[src/rtl/vram_pkg.sv]
// Shared definitions for the VRAM rectangle fill engine: framebuffer geometry,
// engine state encoding and the pixel-to-address mapping.
package vram_pkg;

    localparam int FB_BITS    = 8;
    localparam int ADDR_BITS  = 2 * FB_BITS;
    localparam int COLOR_BITS = 3;

    typedef enum logic [1:0] {
        IDLE    = 2'd0,
        WAIT_VS = 2'd1,
        FILL    = 2'd2,
        DONE    = 2'd3
    } fill_state_t;

    // Row-major 256x256 framebuffer: the row is the high byte, the column the low byte.
    function automatic logic [ADDR_BITS-1:0] pixel_addr(input logic [FB_BITS-1:0] row,
                                                        input logic [FB_BITS-1:0] col);
        return {row, col};
    endfunction

endpackage

[src/rtl/sync_edge.sv]
// Multi-flop synchroniser for an asynchronous level, followed by a rising-edge
// detector that keeps tracking the input whether or not anyone is listening.
module sync_edge
    import vram_pkg::*;
#(
    parameter int SYNC_STAGES = 2
)
(
    input  logic clk,
    input  logic rst_n,
    input  logic async_in,
    output logic rise
);

    logic [SYNC_STAGES-1:0] sync_q;
    logic                   prev_q;

    always_ff @(posedge clk or negedge rst_n) begin
        if (!rst_n) begin
            sync_q <= '0;
            prev_q <= 1'b0;
        end else begin
            sync_q <= {sync_q[SYNC_STAGES-2:0], async_in};
            prev_q <= sync_q[SYNC_STAGES-1];
        end
    end

    assign rise = sync_q[SYNC_STAGES-1] & ~prev_q;

endmodule

[src/rtl/vram_fill.sv]
// Rectangle fill engine sitting between the CPU and VRAM: idle it is a transparent
// bridge, busy it owns the VRAM port and writes one pixel per cycle.
module vram_fill
    import vram_pkg::*;
#(
    parameter int SYNC_STAGES = 2
)
(
    input  logic        CLK,
    input  logic        I_NRESET,
    input  logic [7:0]  I_X0,
    input  logic [7:0]  I_Y0,
    input  logic [7:0]  I_W,
    input  logic [7:0]  I_H,
    input  logic [2:0]  I_COLOR,
    input  logic        I_SYNC_VSYNC,
    input  logic        I_START,
    input  logic        I_ABORT,
    input  logic        I_VGA_VSYNC,
    output logic        O_BUSY,
    output logic        O_DONE,
    input  logic [15:0] I_CPU_ADDR,
    input  logic        I_CPU_WE,
    input  logic [2:0]  I_CPU_DATA,
    output logic [2:0]  O_CPU_DATA,
    output logic        O_CPU_WAIT,
    output logic [15:0] O_VBUS_ADDR,
    output logic        O_VBUS_WE,
    output logic [2:0]  O_VBUS_DATA_TOVRAM,
    input  logic [2:0]  I_VBUS_DATA_FROMVRAM
);

    fill_state_t             state;
    logic [FB_BITS-1:0]      x0_q;
    logic [FB_BITS-1:0]      w_q;
    logic [FB_BITS-1:0]      h_q;
    logic [FB_BITS-1:0]      col_q;
    logic [FB_BITS-1:0]      row_q;
    logic [FB_BITS-1:0]      col_cnt;
    logic [FB_BITS-1:0]      row_cnt;
    logic [COLOR_BITS-1:0]   color_q;
    logic                    busy_q;
    logic                    done_q;
    logic                    vs_rise;
    logic                    last_col;
    logic                    last_pix;
    logic                    fill_we;

    sync_edge #(.SYNC_STAGES(SYNC_STAGES)) u_vs_sync (
        .clk      (CLK),
        .rst_n    (I_NRESET),
        .async_in (I_VGA_VSYNC),
        .rise     (vs_rise)
    );

    assign last_col = (col_cnt == w_q);
    assign last_pix = last_col && (row_cnt == h_q);

    // col_q/row_q are the live pixel coordinates and wrap on their own 8 bits;
    // col_cnt/row_cnt only measure progress through the rectangle.
    always_ff @(posedge CLK or negedge I_NRESET) begin
        if (!I_NRESET) begin
            state   <= IDLE;
            x0_q    <= '0;
            w_q     <= '0;
            h_q     <= '0;
            col_q   <= '0;
            row_q   <= '0;
            col_cnt <= '0;
            row_cnt <= '0;
            color_q <= '0;
            busy_q  <= 1'b0;
            done_q  <= 1'b0;
        end else begin
            done_q <= 1'b0;
            case (state)
                IDLE: begin
                    if (I_START) begin
                        x0_q    <= I_X0;
                        w_q     <= I_W;
                        h_q     <= I_H;
                        col_q   <= I_X0;
                        row_q   <= I_Y0;
                        col_cnt <= '0;
                        row_cnt <= '0;
                        color_q <= I_COLOR;
                        busy_q  <= 1'b1;
                        state   <= I_SYNC_VSYNC ? WAIT_VS : FILL;
                    end
                end
                WAIT_VS: begin
                    if (I_ABORT) begin
                        state  <= DONE;
                        done_q <= 1'b1;
                    end else if (vs_rise) begin
                        state <= FILL;
                    end
                end
                FILL: begin
                    if (I_ABORT || last_pix) begin
                        state  <= DONE;
                        done_q <= 1'b1;
                    end else if (last_col) begin
                        col_q   <= x0_q;
                        col_cnt <= '0;
                        row_q   <= row_q + 8'd1;
                        row_cnt <= row_cnt + 8'd1;
                    end else begin
                        col_q   <= col_q + 8'd1;
                        col_cnt <= col_cnt + 8'd1;
                    end
                end
                DONE: begin
                    busy_q <= 1'b0;
                    state  <= IDLE;
                end
                default: state <= IDLE;
            endcase
        end
    end

    // An abort suppresses the write of the very cycle in which it arrives.
    assign fill_we = (state == FILL) && !I_ABORT;

    assign O_BUSY             = busy_q;
    assign O_DONE             = done_q;
    assign O_CPU_WAIT         = busy_q;
    assign O_CPU_DATA         = I_VBUS_DATA_FROMVRAM;
    assign O_VBUS_WE          = busy_q ? fill_we : I_CPU_WE;
    assign O_VBUS_ADDR        = busy_q ? pixel_addr(row_q, col_q) : I_CPU_ADDR;
    assign O_VBUS_DATA_TOVRAM = busy_q ? color_q : I_CPU_DATA;

endmodule

[config.mk]
export PLATFORM = sky130hd
export DESIGN_NAME = vram_fill
export DESIGN_NICKNAME = d
export VERILOG_FILES = /design/src/rtl/vram_pkg.sv /design/src/rtl/sync_edge.sv /design/src/rtl/vram_fill.sv
export SDC_FILE = /design/constraint.sdc
export NUM_CORES = 1
export LEC_CHECK = 0
export CAP_MARGIN = 20
export CELL_PAD_IN_SITES_DETAIL_PLACEMENT = 1
export CELL_PAD_IN_SITES_GLOBAL_PLACEMENT = 1
export CORE_UTILIZATION = 36
export CTS_CLUSTER_DIAMETER = 150
export DETAILED_ROUTE_END_ITERATION = 10
export GPL_TIMING_DRIVEN = 0
export PLACE_DENSITY = 0.8
export SLEW_MARGIN = 20
export SYNTH_ARGS = -nofsm -noshare
export SYNTH_HDL_FRONTEND = slang
export SYNTH_HIERARCHICAL = 1
export SYNTH_SLANG_ARGS = --single-unit
[constraint.sdc]
create_clock -name CLK -period 1.9 [get_ports CLK]
set_input_delay 0.285 -clock CLK [delete_from_list [all_inputs] [get_ports CLK]]
set_output_delay 0.285 -clock CLK [all_outputs]
set_load 0.02 [all_outputs]
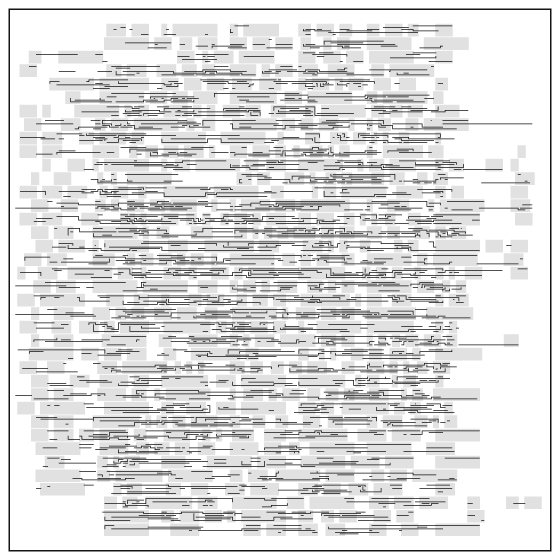
**Above:** signal wires on met1.
Cells faint in the background.
share of all routed wire: 38%
nets with wire on the layer: 564
main direction: horizontal
wire length on this layer: 6,990 um
longest straight run: 33.1 um
routed vias: 4,406
met1 track utilization from global routing: 33.0%
wire length after detailed routing: 18,500 um

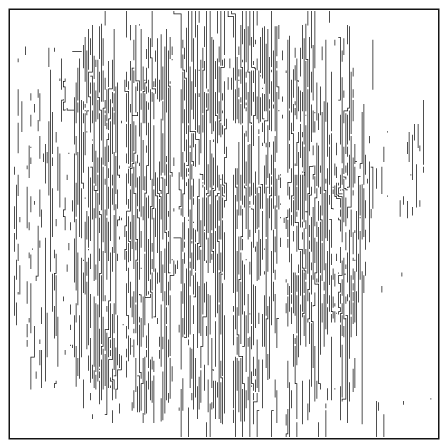
**Above:** the metal 2 layer.
longest straight run: 51.2 um
share of all routed wire: 50%
main direction: vertical
wire length on this layer: 9,180 um
met2 routing resource usage after global routing: 47.6%

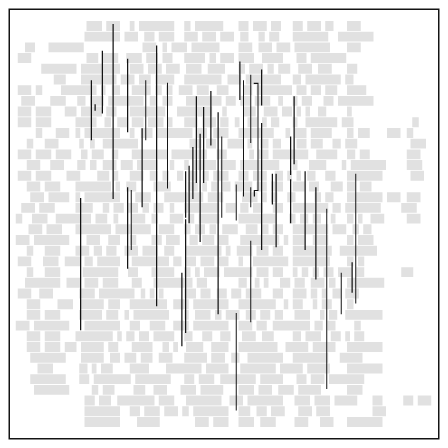
**Above:** the metal 4 layer.
Cells faint in the background.
wire length on this layer: 916 um
nets with wire on the layer: 36
share of all routed wire: 5.0%
main direction: vertical
longest straight run: 66.0 um

==> ci_impl_report.md <==
### Metrics collected by this job

| Metric | Value |
|---|---|
| Half-perimeter wire length after detailed placement | `9310 um` |
| Filler cells | `1,153` |
| Worst path buffer plus inverter count | `2` |
| Slew at the pin with the worst max-slew slack | `0.463 ns` |
| Outcome | `finished with violations` |
| Synth-to-Final Area Change | `57.8%` |
| Std cell rows | `38` |
| Fin nets | `633` |
| Global-route usage over all layers | `roughly 27%` |
| Number of max-slew violations in the final report | `0` |
| Post-placement setup slack | `-1.16 ns` |
| Router iterations before antenna repair | `7` |
| Share of flip-flops with an asynchronous set or reset after synthesis | `100%` |
| Core area | `0.0110 mm^2` |
| Final tally of setup violations | `36` |
| Max H-tree Level | `3` |
| Post-Syn Nets | `474` |
| Violations in the final reports | `setup timing` |
| Worst min path class | `in -> async` |
| Setup slack after layout | `-0.281 ns` |
| Count of distinct cell types in the synthesized netlist | `between 50 and 60` |
| Kind of cell adding the most delay to the critical path | `simple AND/OR/NAND/NOR gates` |
| Worst slew slack as a fraction of its limit | `69.0%` |
| Latest clock arrival within the worst-skew pair | `approximately 0.36 ns` |
| Clock tree from TritonCTS | `yes` |
| Fraction of the cycle the final worst path needs | `115%` |
| Number of warnings in the stage logs | `32` |
| Via count of the first global-routing pass | `4,440` |
| Most frequent cells in the layout | `64 x clkdlybuf4s50_1, 58 x buf_4, 54 x dfrtp_1` |
| Clock slew at the register clock pins of the worst setup and hold paths | `0.06 ns` |
| Total I/O pin count | `90` |
| Global-route wire length before repair | `~24,000 um` |
| Pin count of the biggest net entering global routing | `about 53` |
| Floorplan die height | `around 110 um` |
| Cell with the largest stage delay on the worst path | `or4_4` |
per-stage QoR:
stage	std cells	hold slack (ns)	setup TNS [ns]	utilization (%)	power [mW]
2_1_floorplan	402	-0.0106	-0.249	-	5.42
3_3_place_gp	628	0.338	-145.92	47.0	6.76
3_5_place_dp	629	0.171	-32.38	47.2	7.00
4_1_cts	679	0.355	-2.25	55.5	9.64
5_1_grt	706	0.360	-7.04	59.0	11.3
6_report	706	0.336	-5.87	59.0	11.0
sequential cells by signal (all words and copies together), names as in the netlist, 3 cells and up:
register  cells
col_cnt       8
col_q         8
color_q       3
h_q           8
row_cnt       8
row_q         8
w_q           8
x0_q          8
layer usage:
| metal | vias to the layer above | share of wire [%] |
|---|---|---|
| li1 | 1837 | - |
| met1 | 2183 | 38 |
| met2 | 288 | 50 |
| met3 | 98 | 7.6 |
| met4 | 0 | 5.0 |
| met5 | - | 0 |
layout make-up:
cell class              count  share of cell area, %
clock buffers              11                   3.75
clock inverters             5                  0.599
plain buffers              27                   4.04
repair buffers            152                   21.6
well taps                 140                   2.71
inverters                  10                  0.657
multi-input cells         295                   40.9
flip-flops and latches     66                   25.7
where the power goes:
group          switching [mW]  internal, mW  total [mW]  leakage, nW
registers               0.786          1.99        2.77        0.788
clock network           0.728         0.927        1.66        0.136
logic                    3.41          3.15        6.57         1.71
path summary, 6_finish.rpt:
path	to	slack (ns)	cells past startpoint
worst min register to register	u_vs_sync/sync_q[1]	0.35	0
worst max-delay path	row_q[5]	-0.28	8
min in group CLK	u_vs_sync/sync_q[1]	0.35	0
max in group asynchronous	row_cnt[0]	0.98	3
worst max register to register	row_q[5]	-0.28	8
worst min-delay path	col_q[4]	0.34	2
logic make-up after synthesis:
family,Yosys count,share of synthesized area [%]
simple gates,122,15.6
fa+ha+maj,8,2.44
mux,54,14.6
flops,66,40.2
compound gates,90,17.9
buf+inv,41,4.76
xor+xnor,21,4.48
Yosys cell counts (3+ instances only):
library cell   n
a41oi_1        6
and4_1         3
buf_2          6
o21ai_0       14
a31oi_1        6
xnor2_1       19
clkbuf_1      15
ha_1           8
nand3_1       11
dfrtp_1       66
a211oi_1       3
mux2i_1        7
mux2_2        47
buf_4          7
nand4_1        8
nand2_1       33
a21oi_1       11
nor3_1        14
nand2b_1       5
and2_1         4
o21a_1         5
inv_1         10
a32o_1         3
nor2_1        17
and3_1        11
o32ai_1        3
o22ai_1        6
o31ai_1        4
a221o_1        5
what timing repair did:
item                                    in CTS  in global routing
pin swaps                                   25                 28
hold endpoints to repair                    14                  0
gates cloned                                 1                  2
hold buffers                                 1                  0
resized                                    130                 78
endpoints found under the setup margin      76                 70
buffers inserted                            35                 29
No activity file was given, so power comes from the tool's default toggle rates.
